==> config.mk <==
export PLATFORM = sky130hd
export DESIGN_NAME = sub_result_stage
export DESIGN_NICKNAME = d
export VERILOG_FILES = /design/src/rtl/sub_pkg.sv /design/src/rtl/sub_flag_gen.sv /design/src/rtl/sub_result_stage.sv
export SDC_FILE = /design/constraint.sdc
export NUM_CORES = 1
export LEC_CHECK = 0
export CAP_MARGIN = 20
export CORE_MARGIN = 1.5
export CORE_UTILIZATION = 44
export DETAILED_ROUTE_END_ITERATION = 6
export PLACE_DENSITY = 0.91
export RECOVER_POWER = 50
export SLEW_MARGIN = 0
export SYNTH_ARGS = -nofsm -noshare
export SYNTH_HDL_FRONTEND = slang
export SYNTH_SLANG_ARGS = --single-unit
export TNS_END_PERCENT = 1
==> constraint.sdc <==
create_clock -name clk -period 2.8 [get_ports clk]
set_input_delay 0.42 -clock clk [delete_from_list [all_inputs] [get_ports clk]]
set_output_delay 0.42 -clock clk [all_outputs]
set_load 0.05 [all_outputs]
Run 1, signal wires on met1:
The bar under the picture is 10 microns long. Cells faint in the background.
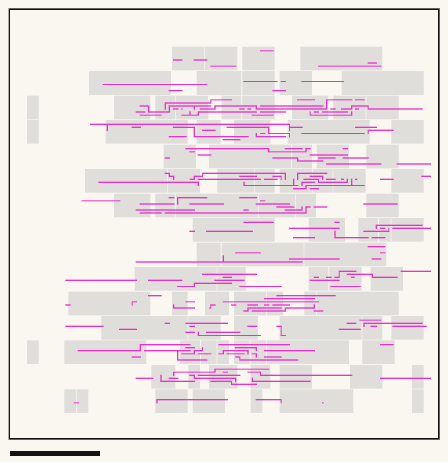
nets with wire on the layer	85
share of all routed wire	43%
main direction	horizontal
longest straight run	22.1 microns
wire length on this layer	694 microns
Routed WL: 1600 microns
M1 GR Usage: 0.207

Run 1, M2 wires:
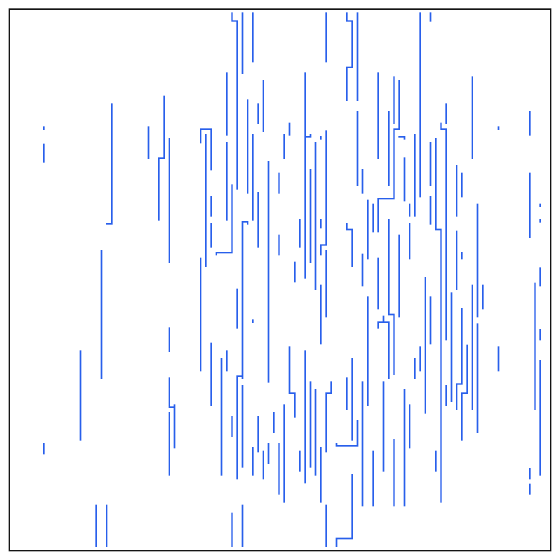
wire length on this layer	821 microns
main direction	vertical
share of all routed wire	51%
longest straight run	24.0 microns
via count: 603
met2 global-route usage: 0.273

Run 1, signal wires on met3:
The bar under the picture is 10 microns long.
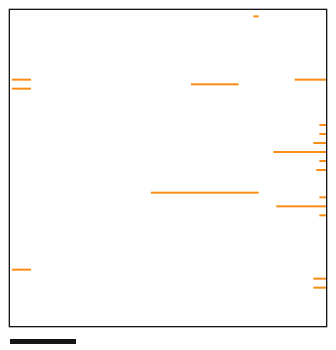
wire length on this layer	59.1 microns
share of all routed wire	3.7%
GRT met3 Usage: 0.0302

==> flow_summary.ini, run 1 <==
; generated from flow reports
[cells_and_area]
lay_top_count = clkdlybuf4s50_1
n_all_buffers = 20
n_clock_buffer = 4
diodes = 0
n_all_inverters = 0
comb_cells = 50

[hold_path]
hp-class = flop to flop

[global_route]
antenna_found_initial = 0

[setup_path]
crit_fanout = 9
path_buffers = 1
cpPeakStageDelay_ns = 0.58
regToRegSetupSlack_ns = 0.93
end_kind = flop

[logic_synthesis]
topCombFamilyByArea = AND-OR/OR-AND gates
xor_share = 0

[cts]
cts_buffers = 3
cts_max_path_buffers = 2

[power]
switchingPower_uw = 556

[final_timing]
drv_slew = 0
setup_viol = 0

[floorplanning]
dieArea_sq_um = 2260
core-area_sq_um = 1800

[placement]
gp_congestion = 0.718

[routing]
vias_per_cell = 5.15

[flow_run]
warnings = 33

[outcome]
status = finished, final reports clean
==> run 1: through the flow <==
step,instances,worst slack [ns],power [mW],util
3_3_place_gp,113,0.881,1.14,0.590
5_1_grt,117,0.519,1.36,0.604
6_report,117,0.648,1.29,0.604
4_1_cts,117,0.725,1.31,0.610
3_5_place_dp,113,0.841,1.16,0.590
2_1_floorplan,77,1.08,0.962,-
==> run 1: power by group through the flow <==
stage	Sequential (mW)	Combinational, mW	Clock [mW]
3_5_place_dp	0.470	0.689	0
4_1_cts	0.464	0.691	0.160
5_1_grt	0.475	0.719	0.171
6_report	0.460	0.673	0.155
2_1_floorplan	0.653	0.309	0
3_3_place_gp	0.460	0.675	0
==> run 1: cells by family after synthesis <==
logic type,Yosys count
flops,18
mux,8
simple gates,18
compound gates,16
buf+inv,9
other cells,1
## Run 2: what changed since run 1
--- a/config.mk
+++ b/config.mk
@@ -7,9 +7,9 @@
 export LEC_CHECK = 0
 export CAP_MARGIN = 20
 export CORE_MARGIN = 1.5
-export CORE_UTILIZATION = 44
+export CORE_UTILIZATION = 37
 export DETAILED_ROUTE_END_ITERATION = 6
-export PLACE_DENSITY = 0.91
+export PLACE_DENSITY = 0.82
 export RECOVER_POWER = 50
 export SLEW_MARGIN = 0
 export SYNTH_ARGS = -nofsm -noshare
==> constraint.sdc (replaced) <==
create_clock -name clk -period 1.75 [get_ports clk]
set_input_delay 0.2625 -clock clk [delete_from_list [all_inputs] [get_ports clk]]
set_output_delay 0.2625 -clock clk [all_outputs]
set_load 0.05 [all_outputs]
Run 2, signal wires on met3:
The bar under the picture is 20 microns long.
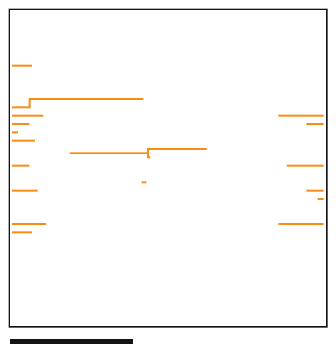
wire length on this layer	101 microns
share of all routed wire	6.3%
GRT met3 Usage: 0.0517
via count: 616

Run 2, M2 wires:
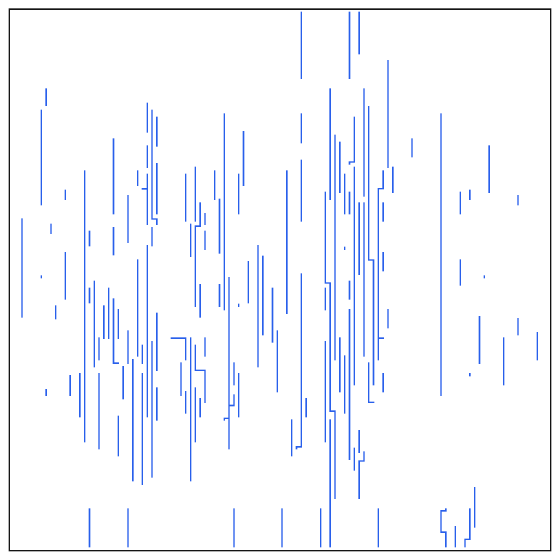
longest straight run	26.9 microns
share of all routed wire	50%
wire length on this layer	792 microns
nets with wire on the layer	100
main direction	vertical
met2 global-route usage: 0.229

Run 2, signal wires on met1:
The bar under the picture is 20 microns long. Cells faint in the background.
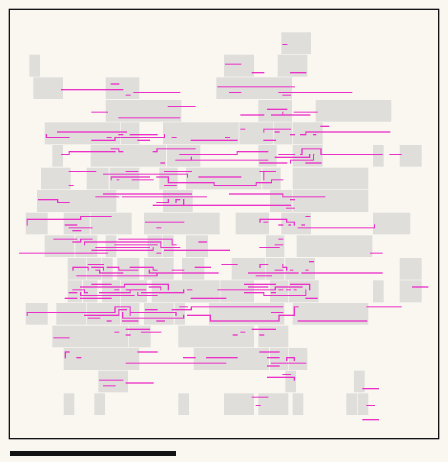
main direction	horizontal
nets with wire on the layer	84
share of all routed wire	43%
wire length on this layer	693 microns
longest straight run	16.6 microns
M1 GR Usage: 0.166

==> run 2 against run 1 <==
Combinational power grew 55%. Clock skew up 0.0015 ns. Power rose by 58%. Area after synthesis is the same. Clock-buffer cell count unchanged. Sequential cell count did not move. Critical endpoint is now out_zero. Utilization down 11 points. Die area rose by 18%. Non-clock buffer count increased by 4. Sequential share of layout area is 0.24 points lower. Sequential power up 62%.
==> flow_summary.ini, run 2 <==
; generated from flow reports
[floorplanning]
dieArea_sq_um = 2660
core-area_sq_um = 2210

[routing]
wl_microns = 1600
vias_per_cell = 4.97
highest-signal-layer = met4

[cells_and_area]
n_clock_buffer = 4
final_cells = 124
comb_cells = 50
comb_share = 0.347
diodes = 0
lay_top_count = dfrtp_1

[power]
p_clk_uw = 254
maxPowerGroup = combinational cells
switchingPower_uw = 905
p_comb_mw = 1.04
power_mw = 2.04

[cts]
cts_buffers = 3
cts_max_path_buffers = 2
cts_tree = yes

[global_route]
antenna_found_initial = 0

[setup_path]
end_kind = flop
required_ns = 1.94
crit_fanout = 7

[outcome]
status = finished, final reports clean

[placement]
place_ws_ns = 0.0285
gp_congestion = 0.722
place_inst = 120

[logic_synthesis]
xor_share = 0
topCombFamilyByArea = AND-OR/OR-AND gates

[final_timing]
drv_slew = 0
setup_viol = 0
fin_ws_ns = 0.258
hold_viol_final = 0

[flow_run]
warnings = 33

[hold_path]
hp-class = input pin to asynchronous set/reset pin
run 2: cell types whose count changed in the layout (fill, tap and decap cells not counted):
cell             before  now
clkdlybuf4s50_1      18    9
buf_4                 0    8
clkbuf_1              0    5
a21boi_0              1    0
a21boi_2              0    1
dlygate4sd3_1         2    1
dlymetal6s2s_1        0    1
nand2_1               4    3
nand2_2               0    1
nor3_1                1    0
nor3_2                0    1
run 2: kinds of logic (layout without fill, tap and decap cells):
| group | Yosys count | count (layout) |
|---|---|---|
| flops | 18 | 18 |
| other cells | 1 | 8 |
| buf+inv | 9 | 28 |
| simple gates | 18 | 18 |
| compound gates | 16 | 16 |
| mux | 8 | 8 |
run 2: worst max-delay path, stage by stage, from the launching register on:
cell and delay [ns]:
dfstp_2 0.56, nand2_1 0.08, o32a_4 0.40, a221o_1 0.35
No activity file was given, so power comes from the tool's default toggle rates.
